run_1/gates.png
Drawn at 2 px/µm.
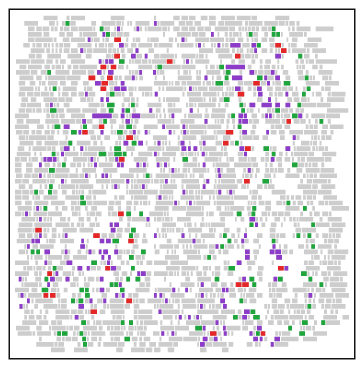
run_1/sizing.png
Drawn at 2 px/µm.
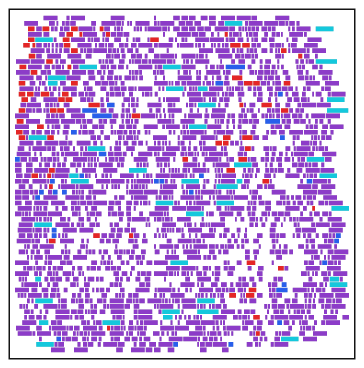
run_1/m3.png
Drawn at 3 px/µm.
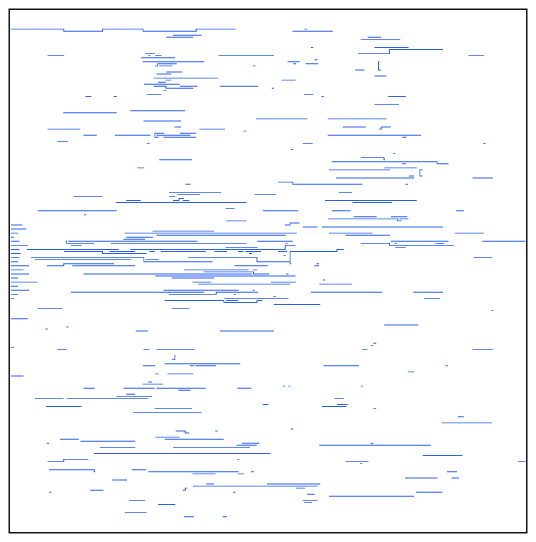
<file path="config.mk">
export PLATFORM = sky130hd
export DESIGN_NAME = clken_multi_div
export DESIGN_NICKNAME = d
export VERILOG_FILES = /design/src/rtl/clken_multi_div.sv
export SDC_FILE = /design/constraint.sdc
export NUM_CORES = 1
export LEC_CHECK = 0
export CAP_MARGIN = 20
export CORE_AREA = 2 2 170 172
export DETAILED_ROUTE_END_ITERATION = 10
export DIE_AREA = 0 0 172 174
export PLACE_DENSITY = 0.78
export SYNTH_ARGS = -nofsm -noshare
export SYNTH_HDL_FRONTEND = slang
export SYNTH_SLANG_ARGS = --single-unit
export TNS_END_PERCENT = 100
</file>
<file path="constraint.sdc">
create_clock -name clk -period 5.15 [get_ports clk]
set_input_delay 1.03 -clock clk [delete_from_list [all_inputs] [get_ports clk]]
set_output_delay 1.03 -clock clk [all_outputs]
set_load 0.01 [all_outputs]
</file>
<file path="src/rtl/clken_multi_div.sv">
// Multi-channel clock-enable generator: per-channel divisor and mode
// (periodic, one-shot, cascade), one-cycle registered enable pulses.
module clken_multi_div #(
    parameter int NUM_CH      = 4,
    parameter int DIV_W       = 32,
    parameter int DEFAULT_DIV = 100000000
) (
    input  logic              clk,
    input  logic              reset,
    input  logic [NUM_CH-1:0] run,
    input  logic              sync_all,
    input  logic              cfg_we,
    input  logic [2:0]        cfg_ch,
    input  logic [DIV_W-1:0]  cfg_div,
    input  logic [1:0]        cfg_mode,
    output logic [NUM_CH-1:0] clk_en,
    output logic [NUM_CH-1:0] busy
);

    localparam logic [1:0] MODE_ONE  = 2'b01;
    localparam logic [1:0] MODE_CASC = 2'b10;

    genvar gi;
    generate
        for (gi = 0; gi < NUM_CH; gi++) begin : g_ch
            logic [DIV_W-1:0] cnt_reg;
            logic [DIV_W-1:0] div_reg;
            logic [1:0]       mode_reg;
            logic             done_reg;
            logic             run_prev_reg;
            logic             en_reg;
            logic             busy_reg;

            logic [DIV_W-1:0] deff;
            logic             casc_src;
            logic             cfg_hit;
            logic             clear_hit;
            logic             run_rise;
            logic             one_shot;
            logic             cnt_evt;
            logic             term;
            logic             done_next;

            // Channel 0 has no upstream channel, so cascade degrades to periodic.
            if (gi == 0) begin : g_first
                assign casc_src = 1'b1;
            end else begin : g_chain
                assign casc_src = clk_en[gi-1];
            end

            always_comb begin
                deff      = (div_reg == '0) ? DIV_W'(1) : div_reg;
                cfg_hit   = cfg_we && (cfg_ch == 3'(gi));
                clear_hit = cfg_hit || sync_all;
                run_rise  = run[gi] && !run_prev_reg;
                one_shot  = (mode_reg == MODE_ONE);
                // A run rising edge re-arms a finished one-shot and counts on the same edge.
                cnt_evt   = run[gi]
                            && ((mode_reg == MODE_CASC) ? casc_src : 1'b1)
                            && !(one_shot && done_reg && !run_rise);
                term      = cnt_evt && (cnt_reg == deff - DIV_W'(1));
                if (clear_hit)
                    done_next = 1'b0;
                else if (term && one_shot)
                    done_next = 1'b1;
                else if (run_rise)
                    done_next = 1'b0;
                else
                    done_next = done_reg;
            end

            always_ff @(posedge clk) begin
                if (reset) begin
                    cnt_reg      <= '0;
                    div_reg      <= DIV_W'(DEFAULT_DIV);
                    mode_reg     <= 2'b00;
                    done_reg     <= 1'b0;
                    run_prev_reg <= 1'b0;
                    en_reg       <= 1'b0;
                    busy_reg     <= 1'b0;
                end else begin
                    run_prev_reg <= run[gi];
                    done_reg     <= done_next;
                    busy_reg     <= run[gi] && !done_next;
                    if (cfg_hit) begin
                        div_reg  <= cfg_div;
                        mode_reg <= cfg_mode;
                    end
                    if (clear_hit) begin
                        cnt_reg <= '0;
                        en_reg  <= 1'b0;
                    end else if (cnt_evt) begin
                        if (term) begin
                            cnt_reg <= '0;
                            en_reg  <= 1'b1;
                        end else begin
                            cnt_reg <= cnt_reg + DIV_W'(1);
                            en_reg  <= 1'b0;
                        end
                    end else begin
                        en_reg <= 1'b0;
                    end
                end
            end

            assign clk_en[gi] = en_reg;
            assign busy[gi]   = busy_reg;
        end
    endgenerate

endmodule

</file>
==> results.sh, run 1 <==
# implementation run metrics
export IMPL_synthDistinctLibCells=87
export IMPL_ys_warn_count=0
export IMPL_drv_slew=0
export IMPL_run_status="completed"
export IMPL_inverters=34
export IMPL_portBuffers=52
export IMPL_seq_cell_count=280
export IMPL_ff2ff_path_depth=12
export IMPL_aoi_share=0.108
export IMPL_drive_above_1_share=0.0711
export IMPL_holdWs_ns=0.471
export IMPL_die_height_um=174
export IMPL_routed_via_count=15400
export IMPL_startpoint="g_ch[1].div_reg[19]"
export IMPL_ios=53
export IMPL_placed_area_mm2=0.0173
export IMPL_synth_most_common_cell="nand2_1"
export IMPL_wl_um=47100
export IMPL_clockRootBuffer="clkbuf_16"
export IMPL_grtUsageMet1=0.446
export IMPL_powerSeq_uw=2260
export IMPL_cp_cell_sequence="nor4_2 -> and4_1 -> a31oi_1 -> ha_1 -> or4b_1 -> or3_1 -> or3_4 -> a2111oi_4 -> nand4bb_2 -> nor4_4 -> and2_4 -> nor3_2"
export IMPL_syn_area_per_cell_um2=7.85
export IMPL_pwr_share_seq=0.460
export IMPL_holdPathStages=2
export IMPL_logic_family="simple AND/OR/NAND/NOR gates"
export IMPL_skew_ns=0.0143
export IMPL_clock_path_buffers=3
export IMPL_worst_slack_ns=0.636
export IMPL_grt_overflow=0
export IMPL_timing_rr_end="g_ch[1].cnt_reg[17]"
export IMPL_setup_violations=0
export IMPL_fill_cells=2494
export IMPL_fp_nets=2177
export IMPL_ys_sh_mux=0.0117
export IMPL_ctsResizeCount=0
export IMPL_post_layout_nonfiller_instances=2507
export IMPL_fp_util=0.590
export IMPL_tns_ns=0
export IMPL_clkCellAreaFrac=0.0574
export IMPL_edf_count=0
export IMPL_routedWlPerCell_um=18.8
export IMPL_syn_area_mm2=0.0167
export IMPL_fin_area_mm2=0.0183
export IMPL_crit_type="register to register"
export IMPL_critPathLaunchType="register"
export IMPL_synthFlopType="dfxtp_1"
export IMPL_syn_inst=2124
export IMPL_mostFrequentLayoutCells="nand2_1 (365), dfxtp_1 (280), nor3_1 (153), xnor2_1 (148), nor2_1 (124)"
export IMPL_sh_comb_area=0.567
export IMPL_top_area_cell_class="combinational gates"
export IMPL_nClkBuffers=39
export IMPL_grt_pass1_wl_um=76200
export IMPL_power_leader="the clock network"
export IMPL_synth_seq_share=0.336
export IMPL_hold_buffers=0
export IMPL_combPwrFrac=0.074
export IMPL_p_clk_frac=0.466
export IMPL_fmax_ghz=0.222
export IMPL_n_all_buffers=72
export IMPL_synth_cellmix_simpleShare=0.355
export IMPL_crit_path_top_delay_cell="and2_4"
export IMPL_max_stage_delay_ns=0.54
export IMPL_max_cap_viol_count=0
export IMPL_nets=2156
export IMPL_dr_wl_met3_um=3030
export IMPL_fin_util=0.649
export IMPL_grt_pass1_vias=14500
export IMPL_grt_use_met3=0.0460
export IMPL_ys_cells=2124
export IMPL_cts_tree="built"
export IMPL_crit_arrival_ns=4.95
export IMPL_wl_met2_um=20600
export IMPL_common_cells="nand2_1 (365), dfxtp_1 (280), nor3_1 (155)"
export IMPL_htreeDepth=1
export IMPL_top_area_frac=0.336
export IMPL_ys_seq_elements=280
export IMPL_required_ns=5.59
export IMPL_intPower_uw=3720
export IMPL_crit_end="g_ch[1].cnt_reg[17]"
export IMPL_cp_max_fo=30
export IMPL_top_cells_by_area="dfxtp_1 (34%), nand2_1 (8.2%), xnor2_1 (7.8%), xor2_1 (6.3%), nor3_1 (4.7%)"
export IMPL_n_antenna_cell=0
export IMPL_place_ws_ns=0.669
export IMPL_insertion_delay_ns=0.58
export IMPL_top_area_cell="dfxtp_1"
export IMPL_min_from="g_ch[0].mode_reg[1]"
export IMPL_adder_share=0.00600
export IMPL_drt_first_pass_iters=5
export IMPL_seqCellArea_mm2=0.00561
Notes on gates.png above:
[aoi and oai cells] purple | cells: 236 | most used: a21oi_1
[non-inverting ao/oa cells] red | cells: 38 | most used: a211o_1
[and/or cells] green | cells: 132 | most used: and3_1 | where: all over the die

Notes on sizing.png above:
[x6 and larger] cyan | cells: 43 | share: 2.0%
[x2] red | cells: 75 | share: 3.5%
[x1 and smaller] purple | cells: 1972 | share: 93%
[x3 and x4] blue | cells: 33 | share: 1.6%

Notes on m3.png above:
wire length on this layer: 3030 µm
main direction: horizontal
nets with wire on the layer: 193
share of all routed wire: 6.4%
longest straight run: 58.7 µm

run_1/congestion_map.png
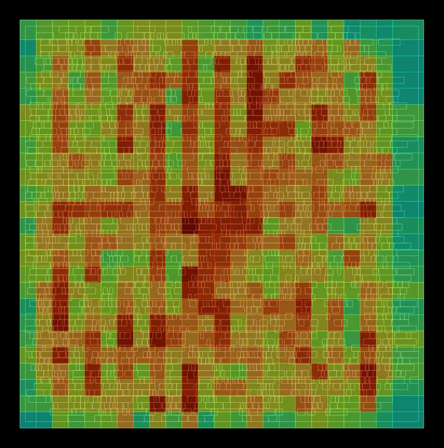

==> run 2: changes to the inputs <==
Settings changed: REMOVE_ABC_BUFFERS set to 1.
run_2/congestion_map.png
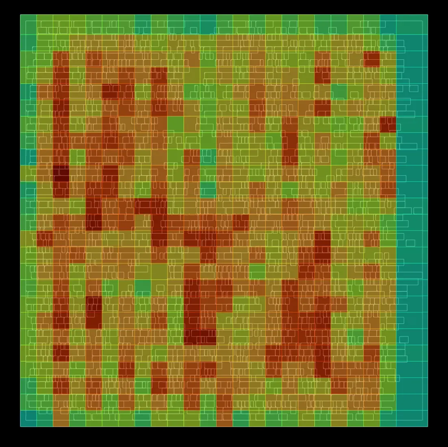
GRT Resource Usage Total: 0.323
grt met2 use: 0.512
WL/cell: 19.4 µm
GR Layer Usage met3: 0.0444
gr busiest metal: met2

==> results.sh, run 2 <==
# implementation run metrics
export IMPL_ys_sh_mux=0.0117
export IMPL_synth_most_common_cell="nand2_1"
export IMPL_cp_max_fo=8
export IMPL_cp_cell_sequence="nor4_1 -> nand4_1 -> o41a_1 -> ha_1 -> nor4b_2 -> nand4_1 -> or2_1 -> mux2_2 -> o21ai_1 -> nand2_1 -> nor4_1 -> o21ai_0"
export IMPL_worst_slack_ns=0.650
export IMPL_dr_wl_met3_um=3870
export IMPL_fin_area_mm2=0.0184
export IMPL_critPathLaunchType="register"
export IMPL_syn_inst=2124
export IMPL_aoi_share=0.108
export IMPL_power_leader="the clock network"
export IMPL_mostFrequentLayoutCells="nand2_1 (365), dfxtp_1 (280), nor3_1 (153), xnor2_1 (148), nor2_1 (124)"
export IMPL_placed_area_mm2=0.0173
export IMPL_routed_via_count=15600
export IMPL_powerSeq_uw=2260
export IMPL_fmax_ghz=0.222
export IMPL_startpoint="g_ch[2].div_reg[29]"
export IMPL_timing_rr_end="g_ch[2].cnt_reg[1]"
export IMPL_ys_cells=2124
export IMPL_ff2ff_path_depth=12
export IMPL_max_cap_viol_count=0
export IMPL_grt_pass1_vias=14500
export IMPL_cts_tree="built"
export IMPL_top_cells_by_area="dfxtp_1 (34%), nand2_1 (8.2%), xnor2_1 (7.8%), xor2_1 (6.3%), nor3_1 (4.7%)"
export IMPL_crit_path_top_delay_cell="nor4_1"
export IMPL_crit_type="register to register"
export IMPL_max_stage_delay_ns=0.69
export IMPL_post_layout_nonfiller_instances=2510
export IMPL_place_ws_ns=0.695
export IMPL_ctsResizeCount=0
export IMPL_n_all_buffers=73
export IMPL_grtUsageMet1=0.462
export IMPL_edf_count=0
export IMPL_nets=2156
export IMPL_drt_first_pass_iters=6
export IMPL_grt_pass1_wl_um=77900
export IMPL_drive_above_1_share=0.0715
export IMPL_min_from="g_ch[0].mode_reg[1]"
export IMPL_required_ns=5.56
export IMPL_clockRootBuffer="clkbuf_16"
export IMPL_portBuffers=52
export IMPL_ys_seq_elements=280
export IMPL_top_area_cell_class="combinational gates"
export IMPL_grt_overflow=0
export IMPL_sh_comb_area=0.565
export IMPL_pwr_share_seq=0.457
export IMPL_seq_cell_count=280
export IMPL_holdWs_ns=0.482
export IMPL_crit_end="g_ch[2].cnt_reg[1]"
export IMPL_n_antenna_cell=0
export IMPL_wl_met2_um=21900
export IMPL_run_status="completed"
export IMPL_syn_area_per_cell_um2=7.85
export IMPL_synth_cellmix_simpleShare=0.355
export IMPL_clock_path_buffers=3
export IMPL_inverters=34
export IMPL_tns_ns=0
export IMPL_fp_util=0.590
export IMPL_wl_um=48800
export IMPL_htreeDepth=1
export IMPL_adder_share=0.00600
run_2/sizing.png
Drawn at 2 px/µm.
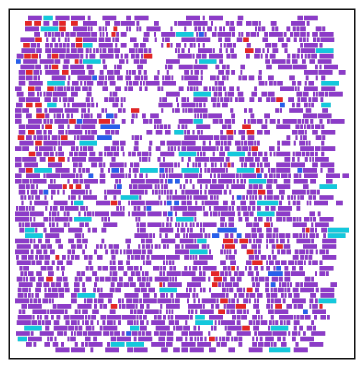
[x1 and smaller] purple | cells: 1974 | share: 93%
[x6 and larger] cyan | cells: 47 | share: 2.2%
[x3 and x4] blue | cells: 30 | share: 1.4%
[x2] red | cells: 75 | share: 3.5%

run_2/m3.png
Drawn at 3 px/µm.
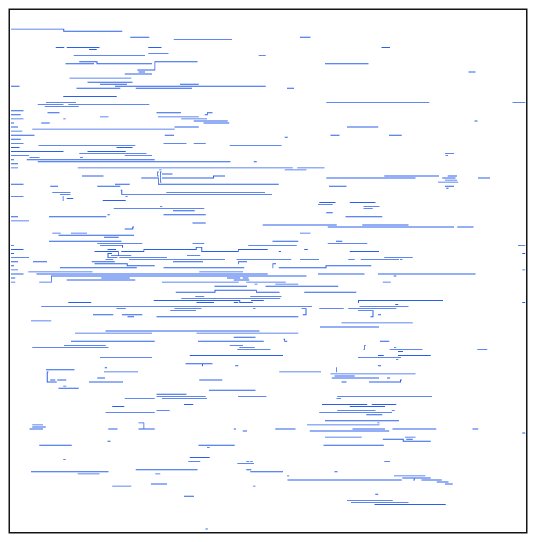

==> run 3: changes to the inputs <==
Settings changed: CORE_AREA 2 2 170 172 to 2 2 186 188, DIE_AREA 0 0 172 174 to 0 0 188 190, HOLD_SLACK_MARGIN set to 0.05, PLACE_DENSITY 0.78 to 0.67.
run_3/m3.png
Drawn at 2 px/µm.
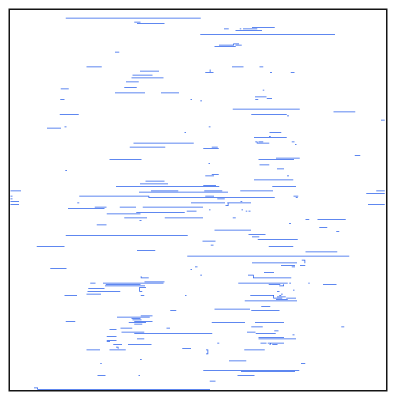
main direction: horizontal
longest straight run: 86.0 µm
wire length on this layer: 2130 µm

run_3/congestion_map.png
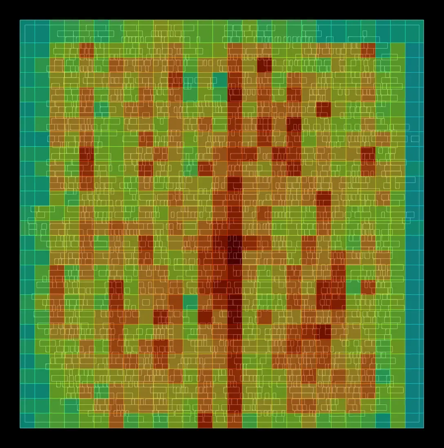
routing usage on met1: 0.368
fin util: 0.543
grt met2 use: 0.417
GR Layer Usage met3: 0.0236

==> results.sh, run 3 <==
# implementation run metrics
export IMPL_run_status="completed"
export IMPL_hpwl_um=34700
export IMPL_cts_sinks=280
export IMPL_top_cells_by_area="dfxtp_1 (34%), nand2_1 (8.2%), xnor2_1 (7.8%), xor2_1 (6.3%), nor3_1 (4.7%)"
export IMPL_rrSetupSlack_ns=0.60
export IMPL_min_from="g_ch[2].mode_reg[0]"
export IMPL_ctsResizeCount=0
export IMPL_insertion_delay_ns=0.57
export IMPL_die_height_um=190
export IMPL_grt_max_degree=145
export IMPL_coreArea_mm2=0.0339
export IMPL_min_path_type="register to register"
export IMPL_syn_area_mm2=0.0167
export IMPL_ys_area_mm2=0.0167
export IMPL_fp_util=0.491
export IMPL_power_leakage_uw=0.00615
export IMPL_core_rowCount=68
export IMPL_crit_end="g_ch[1].cnt_reg[27]"
export IMPL_clockRootBuffer="clkbuf_16"
export IMPL_wl_met2_um=21100
export IMPL_placed_area_mm2=0.0173
export IMPL_timing_rr_end="g_ch[1].cnt_reg[27]"
export IMPL_portBuffers=52
export IMPL_tns_ns=0
export IMPL_required_ns=5.58
export IMPL_ios=53
export IMPL_sh_comb_area=0.563
export IMPL_antenna_found_initial=0
export IMPL_lay_top_count="nand2_1"
export IMPL_cp_depth=12
export IMPL_place_inst=2523
export IMPL_cellPowerDensity_mw_per_mm2=267
export IMPL_drcViolationCount=0
export IMPL_dr_wl_met3_um=2130
export IMPL_seqCellArea_mm2=0.00561
export IMPL_top_area_frac=0.336
export IMPL_cp_max_fo=30
export IMPL_worst_slack_ns=0.599
export IMPL_vdd_drop_max_v=0.000235
export IMPL_max_cap_viol_count=0
export IMPL_drtIter0Drc=1115
export IMPL_n_antenna_cell=0
export IMPL_nClkBuffers=38
export IMPL_holdPathStages=2
export IMPL_syn_inst=2124
export IMPL_pwr_share_seq=0.458
export IMPL_nets=2155
export IMPL_setup_violations=0
export IMPL_crit_arrival_ns=4.98
export IMPL_gp_congestion=0.952
export IMPL_comb_power_uw=365
export IMPL_min_to="g_ch[2].mode_reg[0]"
export IMPL_fmax_ghz=0.220
export IMPL_crit_path_top_delay_cell="and2_4"
export IMPL_cp_buffers_inverters=0
export IMPL_ys_cells=2124
export IMPL_critPathLaunchType="register"
export IMPL_adder_share=0.00600
export IMPL_power_leader="the clock network"
export IMPL_path_clk_slew_ns=0.06
export IMPL_top_area_cell_class="combinational gates"
export IMPL_wl_um=47700
export IMPL_drt_first_pass_iters=6
export IMPL_finalCritPeriodShare=0.884
export IMPL_chip_area_mm2=0.0357
export IMPL_startpoint="g_ch[1].div_reg[19]"
export IMPL_htreeDepth=1
export IMPL_edf_count=0
export IMPL_max_slew_margin=0.415
export IMPL_routed_via_count=15200
export IMPL_ff2ff_path_depth=12
export IMPL_tap_cells=455
export IMPL_via_per_inst=5.87
export IMPL_skew_ns=0.00783
export IMPL_n_all_buffers=71
export IMPL_max_stage_delay_ns=0.54
export IMPL_worst_pin_slew_ns=0.870
export IMPL_intPower_uw=3710
export IMPL_fin_area_mm2=0.0184
export IMPL_drive_above_1_share=0.0724
export IMPL_chipWidth_um=188
export IMPL_syn_area_per_cell_um2=7.85
export IMPL_place_ws_ns=0.649
export IMPL_areaGrowthSynthToFinish_pct=10.6
export IMPL_wl_met1_um=22500
export IMPL_ys_sh_mux=0.0117
export IMPL_synth_seq_share=0.336
export IMPL_comb_area_mm2=0.0104
export IMPL_crit_type="register to register"
export IMPL_routedWlPerCell_um=18.5
export IMPL_fill_cells=3211
export IMPL_powerSeq_uw=2260
export IMPL_drv_slew=0
export IMPL_ys_warn_count=0
export IMPL_cp_cell_sequence="nor4_2 -> and4_1 -> a31oi_1 -> ha_1 -> or4b_1 -> or3_1 -> or3_4 -> a2111oi_4 -> nand4bb_2 -> nor4_4 -> and2_4 -> nor3_2"
export IMPL_track_usage=0.263
export IMPL_synth_most_common_cell="nand2_1"
export IMPL_seq_cell_count=280
export IMPL_swShare=0.246
export IMPL_post_layout_nonfiller_instances=2581
export IMPL_logic_gate_count=1684
export IMPL_clkCellAreaFrac=0.0576
export IMPL_clock_path_buffers=3
export IMPL_grt_overflow=0
export IMPL_synthDistinctLibCells=87
export IMPL_common_cells="nand2_1 (365), dfxtp_1 (280), nor3_1 (155)"
export IMPL_seq_area_frac=0.304
export IMPL_post_cts_buffers=0
export IMPL_aoi_share=0.108
export IMPL_combPwrFrac=0.074
export IMPL_hold_buffers=0
export IMPL_p_clk_frac=0.468
export IMPL_holdWs_ns=0.487
export IMPL_finalWorstPathRequiredPeriod_ns=4.55
export IMPL_logic_family="simple AND/OR/NAND/NOR gates"
export IMPL_endpoint_kind="register"
export IMPL_ys_seq_elements=280
export IMPL_inverters=34
export IMPL_mostFrequentLayoutCells="nand2_1 (365), dfxtp_1 (280), nor3_1 (153), xnor2_1 (148), nor2_1 (124)"
export IMPL_top_area_cell="dfxtp_1"
export IMPL_power_total_uw=4930
export IMPL_ys_sh_xor=0.140
export IMPL_hold_violations=0
export IMPL_synth_cellmix_simpleShare=0.355
export IMPL_cts_buffers=31
export IMPL_synthFlopType="dfxtp_1"
export IMPL_grt_pass1_wl_um=76600
export IMPL_cts_tree="built"
export IMPL_grt_busiest_layer="met2"
export IMPL_async_flop_share=0
export IMPL_ant_nets=0
export IMPL_grt_pass1_vias=14100

==> gallery <==
Cell classes on the final placement.
Drawn at 2 px/µm. Fill, decap, tap and diode cells in gray.
(a)
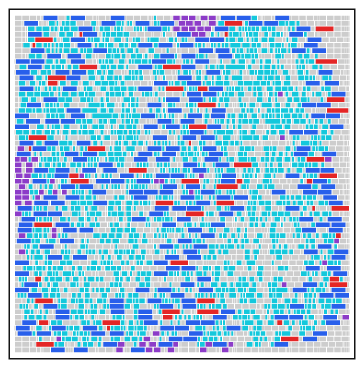
(b)
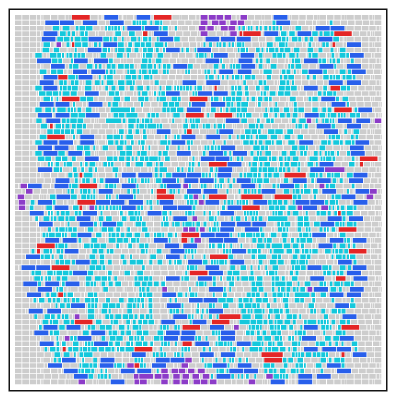
(c)
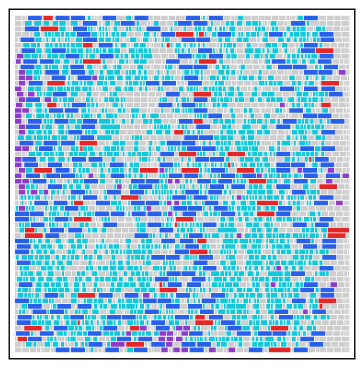
(b): run 3
(c): run 2
(a): run 1
- lowest utilization: (b)
- largest die: (b)

Key to (b):
[remaining logic cells] cyan | cells: 1718
[clock drivers and dummy loads] red | cells: 57
[registers] blue | cells: 280
[remaining buffers and delay cells] purple | cells: 71

